File: config.mk
export PLATFORM = sky130hd
export DESIGN_NAME = ternary_mac_array
export DESIGN_NICKNAME = d
export VERILOG_FILES = /design/src/rtl/ternary_mac_array.sv
export SDC_FILE = /design/constraint.sdc
export NUM_CORES = 1
export LEC_CHECK = 0
export CAP_MARGIN = 10
export CORE_MARGIN = 1
export CORE_UTILIZATION = 50
export DETAILED_ROUTE_END_ITERATION = 10
export PLACE_DENSITY_LB_ADDON = 0.08
export SETUP_SLACK_MARGIN = 0.2
export SYNTH_ARGS = -nofsm -noshare
export SYNTH_HDL_FRONTEND = slang
export SYNTH_SLANG_ARGS = --single-unit
File: constraint.sdc
create_clock -name clk -period 7.2 [get_ports clk]
set_input_delay 1.8 -clock clk [delete_from_list [all_inputs] [get_ports clk]]
set_output_delay 1.8 -clock clk [all_outputs]
set_load 0.05 [all_outputs]
File: src/rtl/ternary_mac_array.sv
// Ternary-weight MAC array: NUM_CH channels share one data vector and each accumulates
// NUM_CYC beats of a {-1,0,+1}-weighted dot product through a three-stage pipeline.
module ternary_mac_array #(
    parameter int LOG2_NO_VECS = 2,
    parameter int IN_BW        = 4,
    parameter int IN_SIGNED    = 1,
    parameter int NUM_CH       = 2,
    parameter int NUM_CYC      = 32,
    parameter int OUT_BW       = IN_BW + 1 + LOG2_NO_VECS + $clog2(NUM_CYC)
) (
    input  logic                                   clk,
    input  logic                                   rst_n,
    input  logic                                   clear,
    input  logic                                   in_vld,
    input  logic [(IN_BW << LOG2_NO_VECS)-1:0]     data_in,
    input  logic [(NUM_CH << (LOG2_NO_VECS+1))-1:0] w_vec,
    output logic                                   out_vld,
    output logic [NUM_CH*OUT_BW-1:0]               data_out,
    output logic [NUM_CH-1:0]                      sat
);

    localparam int NO_VECS = 1 << LOG2_NO_VECS;
    localparam int P_BW    = IN_BW + 1;
    localparam int S_BW    = P_BW + LOG2_NO_VECS;
    localparam int CNT_BW  = $clog2(NUM_CYC);
    localparam int FULL_BW = S_BW + CNT_BW;

    // 2'b10 is reserved and decodes to zero, never to -2.
    function automatic logic signed [P_BW-1:0] tern_mul(input logic [IN_BW-1:0] d,
                                                        input logic [1:0]       w);
        logic signed [P_BW-1:0] x;
        x = (IN_SIGNED != 0) ? {d[IN_BW-1], d} : {1'b0, d};
        case (w)
            2'b01:   return x;
            2'b11:   return -x;
            2'b00:   return '0;
            2'b10:   return '0;
            default: return '0;
        endcase
    endfunction

    logic [CNT_BW-1:0]      cnt_r;
    logic                   accept_s;
    logic                   first_s;
    logic                   last_s;

    logic signed [P_BW-1:0] prod_s     [NUM_CH][NO_VECS];
    logic signed [P_BW-1:0] s1_prod_r  [NUM_CH][NO_VECS];
    logic                   s1_vld_r;
    logic                   s1_first_r;
    logic                   s1_last_r;

    logic signed [S_BW-1:0] sum_s      [NUM_CH];
    logic signed [S_BW-1:0] s2_sum_r   [NUM_CH];
    logic                   s2_vld_r;
    logic                   s2_first_r;
    logic                   s2_last_r;

    logic signed [FULL_BW-1:0] acc_next_s [NUM_CH];
    logic signed [FULL_BW-1:0] acc_r      [NUM_CH];

    logic [NUM_CH*OUT_BW-1:0] res_s;
    logic [NUM_CH-1:0]        sat_s;
    logic                     out_vld_r;
    logic [NUM_CH*OUT_BW-1:0] data_out_r;
    logic [NUM_CH-1:0]        sat_r;

    assign accept_s = in_vld & ~clear;
    assign first_s  = (cnt_r == '0);
    assign last_s   = (cnt_r == CNT_BW'(NUM_CYC - 1));

    // Beat counter: moves only on accepted beats, wraps after the last beat of a group.
    always_ff @(posedge clk or negedge rst_n) begin
        if (!rst_n) begin
            cnt_r <= '0;
        end else if (clear) begin
            cnt_r <= '0;
        end else if (in_vld) begin
            if (last_s) begin
                cnt_r <= '0;
            end else begin
                cnt_r <= cnt_r + CNT_BW'(1);
            end
        end
    end

    // Per-element ternary products for every channel.
    always_comb begin
        for (int c = 0; c < NUM_CH; c++) begin
            for (int j = 0; j < NO_VECS; j++) begin
                prod_s[c][j] = tern_mul(data_in[j*IN_BW +: IN_BW], w_vec[(c*NO_VECS+j)*2 +: 2]);
            end
        end
    end

    // Stage S1: products plus the valid/first/last tags of the beat that produced them.
    always_ff @(posedge clk or negedge rst_n) begin
        if (!rst_n) begin
            s1_vld_r   <= 1'b0;
            s1_first_r <= 1'b0;
            s1_last_r  <= 1'b0;
            for (int c = 0; c < NUM_CH; c++) begin
                for (int j = 0; j < NO_VECS; j++) begin
                    s1_prod_r[c][j] <= '0;
                end
            end
        end else begin
            s1_vld_r   <= accept_s;
            s1_first_r <= accept_s & first_s;
            s1_last_r  <= accept_s & last_s;
            if (accept_s) begin
                s1_prod_r <= prod_s;
            end
        end
    end

    // Adder tree: sign-extend each product to the tree width before summing.
    always_comb begin
        for (int c = 0; c < NUM_CH; c++) begin
            sum_s[c] = '0;
            for (int j = 0; j < NO_VECS; j++) begin
                sum_s[c] = sum_s[c] + S_BW'(s1_prod_r[c][j]);
            end
        end
    end

    // Stage S2: per-channel beat sums; clear kills anything in flight.
    always_ff @(posedge clk or negedge rst_n) begin
        if (!rst_n) begin
            s2_vld_r   <= 1'b0;
            s2_first_r <= 1'b0;
            s2_last_r  <= 1'b0;
            for (int c = 0; c < NUM_CH; c++) begin
                s2_sum_r[c] <= '0;
            end
        end else begin
            s2_vld_r   <= s1_vld_r & ~clear;
            s2_first_r <= s1_first_r & ~clear;
            s2_last_r  <= s1_last_r & ~clear;
            if (s1_vld_r && !clear) begin
                s2_sum_r <= sum_s;
            end
        end
    end

    // First beat of a group loads, later beats add; the load makes back-to-back groups free.
    always_comb begin
        for (int c = 0; c < NUM_CH; c++) begin
            if (s2_first_r) begin
                acc_next_s[c] = FULL_BW'(s2_sum_r[c]);
            end else begin
                acc_next_s[c] = acc_r[c] + FULL_BW'(s2_sum_r[c]);
            end
        end
    end

    generate
        if (OUT_BW < FULL_BW) begin : g_clamp
            localparam logic signed [FULL_BW-1:0] MAX_V =
                {{(FULL_BW-OUT_BW+1){1'b0}}, {(OUT_BW-1){1'b1}}};
            localparam logic signed [FULL_BW-1:0] MIN_V =
                {{(FULL_BW-OUT_BW+1){1'b1}}, {(OUT_BW-1){1'b0}}};

            // Saturate each channel into the narrower output range.
            always_comb begin
                res_s = '0;
                sat_s = '0;
                for (int c = 0; c < NUM_CH; c++) begin
                    if (acc_next_s[c] > MAX_V) begin
                        res_s[c*OUT_BW +: OUT_BW] = MAX_V[OUT_BW-1:0];
                        sat_s[c]                  = 1'b1;
                    end else if (acc_next_s[c] < MIN_V) begin
                        res_s[c*OUT_BW +: OUT_BW] = MIN_V[OUT_BW-1:0];
                        sat_s[c]                  = 1'b1;
                    end else begin
                        res_s[c*OUT_BW +: OUT_BW] = acc_next_s[c][OUT_BW-1:0];
                        sat_s[c]                  = 1'b0;
                    end
                end
            end
        end else begin : g_extend
            // Output is wide enough: sign-extend, never saturate.
            always_comb begin
                res_s = '0;
                sat_s = '0;
                for (int c = 0; c < NUM_CH; c++) begin
                    res_s[c*OUT_BW +: OUT_BW] = OUT_BW'(acc_next_s[c]);
                    sat_s[c]                  = 1'b0;
                end
            end
        end
    endgenerate

    // Stage S3: accumulators advance only on valid, un-cleared beats.
    always_ff @(posedge clk or negedge rst_n) begin
        if (!rst_n) begin
            for (int c = 0; c < NUM_CH; c++) begin
                acc_r[c] <= '0;
            end
        end else if (s2_vld_r && !clear) begin
            acc_r <= acc_next_s;
        end
    end

    // Result registers: strobe for one cycle on a group's last beat, hold otherwise.
    always_ff @(posedge clk or negedge rst_n) begin
        if (!rst_n) begin
            out_vld_r  <= 1'b0;
            data_out_r <= '0;
            sat_r      <= '0;
        end else begin
            out_vld_r <= s2_vld_r & s2_last_r & ~clear;
            if (s2_vld_r && s2_last_r && !clear) begin
                data_out_r <= res_s;
                sat_r      <= sat_s;
            end
        end
    end

    assign out_vld  = out_vld_r;
    assign data_out = data_out_r;
    assign sat      = sat_r;

endmodule

### Cell outlines without signal wires, run 1

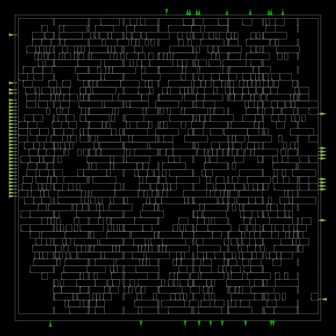
non-filler instance count after layout: 1006
Std-Cell Core Area: 13880 um^2

### Cell density map, run 1

Drawn at 3 px/um. The die is cut into 12 by 12 equal tiles; dark blue is low, red is high, 0 to 100% covered.
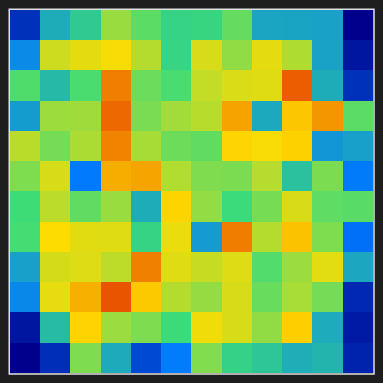
fullest tile: 90%
tiles over 75% full: 14%
mean over tiles: 55%
nearly empty tiles: 1.4%
Init Core Util: 51.07%
final core utilization: 59.76%

### Port wiring, run 1

Drawn at 2 px/um.
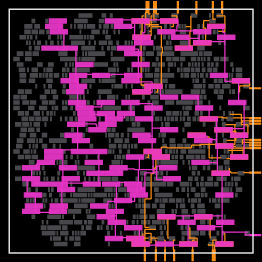
legend:
  magenta:
    port: `rst_n`
    bits: 1
    direction: input
    edge: east
    end_cells: 114
    buffers: 2
    wire: 905 um
  orange:
    port: `data_out`
    bits: 24
    direction: output
    edge: 9 east, 8 north, 7 south
    end_cells: 24
    buffers: 24
    wire: 575 um
Boundary Pins: 63
count of buffers from port buffering: 60

-- run 1: worst min path at each step --
stage                                     from                    to  slack, ns  cells past startpoint
final                     s1_first_r$_DFF_PN0_  s2_first_r$_DFF_PN0_       0.47                      1
after global placement    s1_first_r$_DFF_PN0_  s2_first_r$_DFF_PN0_       0.45                      1
after global routing      s1_first_r$_DFF_PN0_  s2_first_r$_DFF_PN0_       0.49                      1
after floorplan           cnt_r[4]$_DFFE_PN0P_  s1_first_r$_DFF_PN0_       0.43                      1
after CTS                 s1_first_r$_DFF_PN0_  s2_first_r$_DFF_PN0_       0.46                      1
after detailed placement  s1_first_r$_DFF_PN0_  s2_first_r$_DFF_PN0_       0.46                      1
-- run 1: cells by family after synthesis --
kind of cell | Yosys count | synth area share, %
adder cells (fa/ha/maj) | 65 | 14.01
XOR/XNOR | 36 | 4.448
multiplexers | 31 | 4.395
buffers and inverters | 92 | 5.842
AND-OR/OR-AND | 182 | 15.62
AND/OR/NAND/NOR | 243 | 15.39
flip-flops | 114 | 40.24
other | 1 | 0.05290
-- run 1: worst register-to-register path, stage by stage (launching register included) --
cell	delay, ns
dfrtp_1	0.36
inv_1	0.12
fa_1	0.45
fa_1	0.51
inv_1	0.07
ha_1	0.29
a21o_1	0.15
a21oi_1	0.22
o21bai_1	0.09
a21oi_1	0.18
xnor2_1	0.15
o21ai_0	0.09
-- run 1: report_power, final --
part | internal, uW | total, uW | switching [uW]
Clock | 490 | 771 | 281
Sequential | 768 | 894 | 126
Combinational | 539 | 1240 | 698
-- run 1: state kept, by name (all words and copies together) (netlist names) --
name	flops
acc_r	24
s1_first_r	1
cnt_r	5
s1_vld_r	1
s1_last_r	1
s2_first_r	1
s2_last_r	1
data_out	24
out_vld	1
s1_prod_r	40
s2_vld_r	1
s2_sum_r	14
==> commit_impl_results.txt, run 1 <==
Update PnR metrics after Yosys + OpenROAD run

- Clock Tree Buf Depth: 2
- Initial antenna violation count: 0
- Floorplan die width: 121.1 um
- Averaged over all synthesized cells, the footprint is 9.279 um^2.
* Final WL: 15.98 mm
- For reference, the final report shows the max-slew violation count at 0.
- Sequential cells make up 34.39% of the cell area.
- Area after detailed placement: 7750 um^2
- The critical path contains buffers and inverters numbering 2 combined.
- Fraction of synthesis flops using an asynchronous set or reset pin: 100.0%
* Most frequent cells after synthesis: nand2_1 (128), dfrtp_1 (114), o21ai_0 (60)
- The warning tally printed by Yosys for this design is 0.
- The count of nets left with antenna violations once routing finished came out at 0.
- Crit Reg-Reg Startpoint: s1_prod_r[27]$_DFFE_PN0P_
- The arrival time of data at the worst endpoint is listed as 4.55 ns.
- Total power for the finished layout comes to 2902 uW.
* Die Y-Extent: 121.1 um
- Total of cells resized after clock tree synthesis: 0
- 559 cells are multi-input combinational gates.
* Total clock sinks: 114
* Dominant register cell: dfrtp_1
- Setup total negative slack on the finished layout was measured at 0 ns.
* Post-route fraction of the period consumed by the critical path: 59.68%
* GR peak layer: met2
* Avg Vias per Cell: 5.428
- Tally of OpenROAD warnings: 27
- Logged for this run, the post-placement worst setup slack is 2.440 ns.
- In the Yosys report, the sequential cells make up 40.24% of the chip area.
- DR WL met3: 565 um
- Summed over all instances, the cell type with the most area after synthesis is dfrtp_1.
* Depth of the worst register-to-register path: 11
* Yosys stat chip area: 7089 um^2
- Cell area after synthesis: 7089 um^2
* Finished layout cell area: 8295 um^2
- Clock-cell share: 6.576%
- Global Route Usage Sum: 23.91%
- Hpwl dp: 11.84 mm
- MI comb area: 3826 um^2
* Placed Instances: 975
- Maximum fanout along the worst path: 31
- After layout, the buffer instance count without clock buffers stands at 64.
* CTS tree: yes
- Wire length of the first global-routing pass: 26.93 mm
- Top cell category: combinational gates
- Critical path endpoint: s1_prod_r[26]$_DFFE_PN0P_
- Uppermost metal layer occupied by signal nets: met4
- The report counts max-capacitance violations totalling 0.
- The worst setup path is launched from a primary input.
* Met2 wire length: 8.159 mm
- For this run, global-route usage on met3 was measured as 4.793%.
* Placer Congestion: 0.8878
- Global routing finished with a remaining overflow of 0.
- R2R Setup Slk: 4.38 ns
- Stages on the worst setup path: 5
* Met1 wire length: 6.842 mm
- Endpoint class of the critical path: flop
- The worst-case max-slew headroom was logged as 27.57%.
- Final worst slack: 2.903 ns
* Number of vias in the routed layout: 5461
* Most frequent standard cell in the layout excluding fill and tap cells: nand2_1
- Per the final layout report, the fraction of cells sized above drive strength 1 comes to 5.206%.
* Most frequent cell after synthesis: nand2_1
* Standard cell with the maximum stage delay on the critical path: nand2b_1
* Highest ir drop seen on vdd: 161.0 uV
- In the synthesized netlist, the number of instances is 764.
- Fillers: 1214
- In this run, synthesis produced a sequential element count of 114.
* Leakage: 0.004029 uW
- The first TritonRoute pass finished after 5 iterations.
- Setup repair after global routing missed its margin: no
- In this design, the stage delay of the slowest critical-path cell is 0.89 ns.
- The post-synth count of flops with an enable pin is 0.
- Post-route minimum period: 4.297 ns
- Via count of the first global-routing pass: 5623
- Clock tree synthesis selected as its root buffer the cell clkbuf_16.
* Critical-path cell list: clkdlybuf4s50_1 -> nand2b_1 -> inv_1 -> nand2_1 -> o22ai_1
* Area added between synthesis and finish: 17.01%
- In this run, distinct cell masters in the synthesized netlist total 56.
- Family with the most delay on the worst path: buffers and inverters
* Class of the tightest hold or removal check: flop to flop
- For this run, design rule violations remaining after detail routing come to 0.
- Most common logic cells in the final layout: nand2_1 (128), dfrtp_1 (114), o21ai_0 (60)
* Status: finished clean
- The number of hold buffers added after CTS was 0.
- N_taps: 180
* Std cell rows: 43
- Transition time at the pin with the least slew margin: 1.086 ns
* Number of clock buffer instances in the layout: 27
* Final routed wire length divided by cell count: 15.89 um
- CTS H-Tree Depth: 4
- In this build the clock could be raised as far as 232.7 MHz.
* Net count, final: 915
- Number of DRC violations after detailed-routing iteration 0: 323
- Fraction of met2 tracks used by global routing: 41.82%
- For reference, the final report shows the hold violation count at 0.
- Non-clock buffering takes up 7.572% of total cell area after layout.
- 0 antenna diodes ended up in the layout.
- Area leader share: 40.24%
* Total die area: 14660 um^2
- Yosys stat cell total: 764
- In the global route stage, met1 resource usage came out at 28.54%.
- Sequential cell area: 2853 um^2
- Worst hold slack: 0.4686 ns
- Entering global routing, the biggest net connects 72 pins.
- Clock latency reported for the late side of the worst-skew pair: 0.42 ns
- Setup bufs post-CTS: 0
* Setup-failing EPs final: 0
- Seq Cell Count: 114
- According to the timing report, the data required time at the worst endpoint equals 7.46 ns.
* Clock Skew: 0.006649 ns
- Worst-path clk slew: 0.05 ns
* Worst r2r dst: s2_sum_r[13]$_DFFE_PN0P_
- Comb/total area: 46.12%
* TritonCTS Buffers: 17
* Classification of the worst setup path: primary input to flop
* Timing startpoint of the critical path: clear
- Per the summary, power density relative to cell area is 349.8 nW/um^2.
- Number of non-clock inverters: 58
* Top cells by area, synth: dfrtp_1 (40%), ha_1 (7.2%), fa_1 (6.8%), nand2_1 (6.8%), mux2i_1 (4.2%)
## Run 2: what changed since run 1
==> constraint.sdc (replaced) <==
create_clock -name clk -period 3.8 [get_ports clk]
set_input_delay 0.95 -clock clk [delete_from_list [all_inputs] [get_ports clk]]
set_output_delay 0.95 -clock clk [all_outputs]
set_load 0.05 [all_outputs]
### Cells coloured by class, run 2

Drawn at 3 px/um.
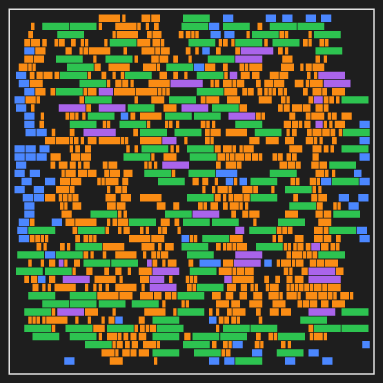
legend:
  green:
    class: registers
    cells: 114
  blue:
    class: remaining buffers and delay cells
    cells: 72
  purple:
    class: clock drivers and dummy loads
    cells: 32
  orange:
    class: remaining logic cells
    cells: 617
final core utilization: 61.10%
finished layout cell area: 8481 um^2
std cell rows: 43
register fraction of the total cell area: 33.64%

==> run 2 against run 1 <==
Net effect: largest power group unchanged; register-to-register slack worse by 3.3 ns; synthesized cell count unchanged; non-clock buffer count up 8; design area up 2.2%; worst hold slack lost 0.0083 ns; wire length shrank 0.79%.
==> commit_impl_results.txt, run 2 <==
Update PnR metrics after Yosys + OpenROAD run

- The flow ran to the end, and the final reports show no timing, DRC or antenna violations.
- Power per Cell Area: 683.6 nW/um^2
* Post-synthesis sequential area ratio: 40.24%
- Summed over all cells, the static leakage comes to 0.004117 uW.
- Entering global routing, the biggest net connects 54 pins.
* Placer Congestion: 0.8781
- # DRC: 0
- Area leader share: 40.24%
- Standard cell with the maximum stage delay on the critical path: fa_1
* Count of buffering cells on the critical path with inverters included: 2
- The final timing summary puts the cycle share of the worst path at 72.55%.
- Post-route minimum period: 2.757 ns
- The tightest hold path in the finished design has a slack of 0.4604 ns.
- R2R Setup Slk: 1.04 ns
- Dominant register cell: dfrtp_1
- Most frequent cell after synthesis: nand2_1
- Clock latency reported for the late side of the worst-skew pair: 0.41 ns
* Crit Reg-Reg Startpoint: s1_prod_r[27]$_DFFE_PN0P_
- Number of flip-flops and latches in the synthesized netlist: 114
* Most frequent cells after synthesis: nand2_1 (128), dfrtp_1 (114), o21ai_0 (60)
* Classification of the worst setup path: flop to flop
* Depth of the worst register-to-register path: 11
* Final routed wire length divided by cell count: 15.62 um
- Average cell area after synthesis: 9.279 um^2
* Transition time at the pin with the least slew margin: 0.7748 ns
- The worst setup path is captured at a flop.
- The longest clock path from root to sink contains 2 buffers.
* Cell count after synthesis: 764
- Sequential group share of total power: 29.1%
* Most frequent standard cell in the layout excluding fill and tap cells: nand2_1
- For this run, the post-layout net count is 923.
* CTS H-Tree Depth: 4
- Startpoint class of the critical path: flop
- Across the VDD grid, the largest voltage drop is 303.9 uV.
* Timing startpoint of the critical path: s1_prod_r[27]$_DFFE_PN0P_
- The endpoint of the worst hold path is reported as s2_first_r$_DFF_PN0_.
- Checking hold timing, the worst path is listed with class flop to flop.
- Upper clock frequency limit: 362.7 MHz
- Setup-failing EPs final: 0
* Stages on the worst setup path: 11
* Worst-path clk slew: 0.06 ns
- The most common logic cells in the final layout are nand2_1 (128), dfrtp_1 (114), o21ai_0 (60).
- Part of the total power dissipated in combinational logic: 41.1%
- Hold-check failures listed in the final report amount to 0.
- Flip-flop count of the largest register, all copies and words added: 40
- Pin placement for this block handled 63 I/O pins.
* Number of inserted diodes: 0
- For this design the total switching power over the nets is 2154 uW.
* CTS tree: yes
- In this run, the number of DRC markers left after iteration 0 of detailed routing was 311.
* Area added between synthesis and finish: 19.63%
- Max-slew violation count: 0
* Slowest cell delay on critical path: 0.51 ns
- Setup repair after global routing left no endpoint under its margin.
- Total die area: 14660 um^2
* First-pass detailed-route iteration total: 5
- Post-CTS timing repair inserted 0 buffers for setup.
- Largest reg by FF count: s1_prod_r
- Proportion of total power due to net switching: 37.16%
* Slew headroom: 48.29%
- Worst r2r dst: s2_sum_r[13]$_DFFE_PN0P_
* Internal portion of total power: 3643 uW
- Die Y-Extent: 121.1 um
- Clock Skew: 0.006859 ns
* Wire length of the first global-routing pass: 27.00 mm
* Post-cts hold buffer count: 0
- Hpwl dp: 11.94 mm
* Beginning of the worst hold path: s1_first_r$_DFF_PN0_
- The cell sequence reported for the critical path is inv_1 -> fa_1 -> fa_1 -> inv_1 -> ha_1 -> a21o_1 -> a21oi_1 -> o21bai_1 -> a21oi_1 -> xnor2_1 -> o21ai_0.
* Maximum fanout along the worst path: 2
* TritonCTS Buffers: 17
- The netlist uses 56 different library cells.
* Portion of total power attributed to the clock network: 29.8%
- Per the detail_route report, vias per standard cell equal 5.442.
- For this configuration, the core starts out at a cell density of 51.07%.
- For reference, the top cells by area after synthesis are dfrtp_1 (40%), ha_1 (7.2%), fa_1 (6.8%), nand2_1 (6.8%), mux2i_1 (4.2%).
* Total of cells resized after clock tree synthesis: 0
- Count of buffers from port buffering: 60
* Final WL: 15.86 mm
- Floorplan die width: 121.1 um
- Along the worst hold path, the cell count comes to 1.
- Clock tree synthesis selected as its root buffer the cell clkbuf_16.
- The global routing report lists combined usage of all routing layers as 23.88%.
- The final layout reports a setup TNS of 0 ns.
* Cell area after synthesis: 7089 um^2
* Via count of the first global-routing pass: 5618
* Number of vias in the routed layout: 5524
- In this run the standard cell core region covers 13880 um^2.
* Residual antenna-violating net count after detailed routing: 0
* Share of post-route cells with drive strength above 1: 6.707%
- The cell family contributing the most delay on the critical path is adder cells.
* Critical path endpoint: s2_sum_r[13]$_DFFE_PN0P_
- Arrival time of the worst setup path: 3.03 ns
- For this design, Yosys synthesis ends with a cell count of 764.
* Overflow after GRT: 0
* Initial antenna violation count: 0
* Fraction of synthesis flops using an asynchronous set or reset pin: 100.0%
- Tally of OpenROAD warnings: 27
* Number of synthesized flops with an enable pin: 0
- After synthesis, the chip area reported by Yosys is 7089 um^2.
- According to the timing report, the data required time at the worst endpoint equals 4.07 ns.
* Max capacitance violation total: 0
- Post-synthesis cell type with the largest combined area: dfrtp_1
- Yosys warning count: 0
* Total clock sinks: 114
### Port wiring, run 2

Drawn at 2 px/um.
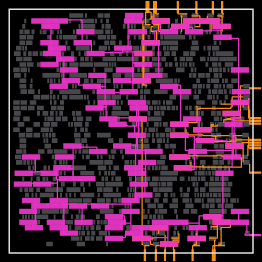
legend:
  orange:
    port: `data_out`
    bits: 24
    direction: output
    edge: 9 east, 8 north, 7 south
    end_cells: 24
    buffers: 24
    wire: 670 um
  magenta:
    port: `rst_n`
    bits: 1
    direction: input
    edge: east
    end_cells: 114
    buffers: 3
    wire: 934 um

[run 2: cell counts after synthesis]
Identical to the previous run, type by type.
[run 2: metrics by stage]
| stage | worst slack [ns] | area [um^2] | power, uW | cells | util, % |
|---|---|---|---|---|---|
| 3_5_place_dp | 0.8605 | 7835 | 4063 | 983 | 56.44 |
| 3_3_place_gp | 0.9002 | 7835 | 3997 | 983 | 56.44 |
| 4_1_cts | 1.023 | 8481 | 5824 | 1015 | 61.10 |
| 2_1_floorplan | 1.194 | 7093 | 3542 | 765 | - |
| 5_1_grt | 0.7841 | 8481 | 6248 | 1015 | 61.10 |
| 6_report | 1.043 | 8481 | 5797 | 1015 | 61.10 |
[run 2: power by group through the flow]
stage | clock [uW] | sequential, uW | combinational, uW
2_1_floorplan | 0 | 1620 | 1930
3_3_place_gp | 0 | 1690 | 2300
3_5_place_dp | 0 | 1700 | 2360
4_1_cts | 1750 | 1690 | 2390
5_1_grt | 1810 | 1730 | 2710
6_report | 1720 | 1690 | 2380
[run 2: cells by family after synthesis]
logic type	synth area share (%)
and+or+nand+nor	15.39
AOI/OAI and AO/OA	15.62
DFF	40.24
buffers and inverters	5.842
adders and majority gates	14.01
xor gates and xnor gates	4.448
muxes	4.395
other	0.05290
[run 2: final cells by class]
type                    instances  area [um^2]
fillers                      1205         5400
multi-input cells             559         3826
flip-flops and latches        114         2853
repair buffers                 72        713.2
clock buffers                  20        466.7
well taps                     180        225.2
inverters                      58        217.7
clock inverters                12        178.9
[run 2: per-layer routing]
metal	wire length, um	GRT usage, %
met5	0	0
met4	185	7.562
met3	693	5.592
met2	8048	41.18
met1	6930	29.48
Power figures rest on the tool's default switching activity, not on a simulated workload.
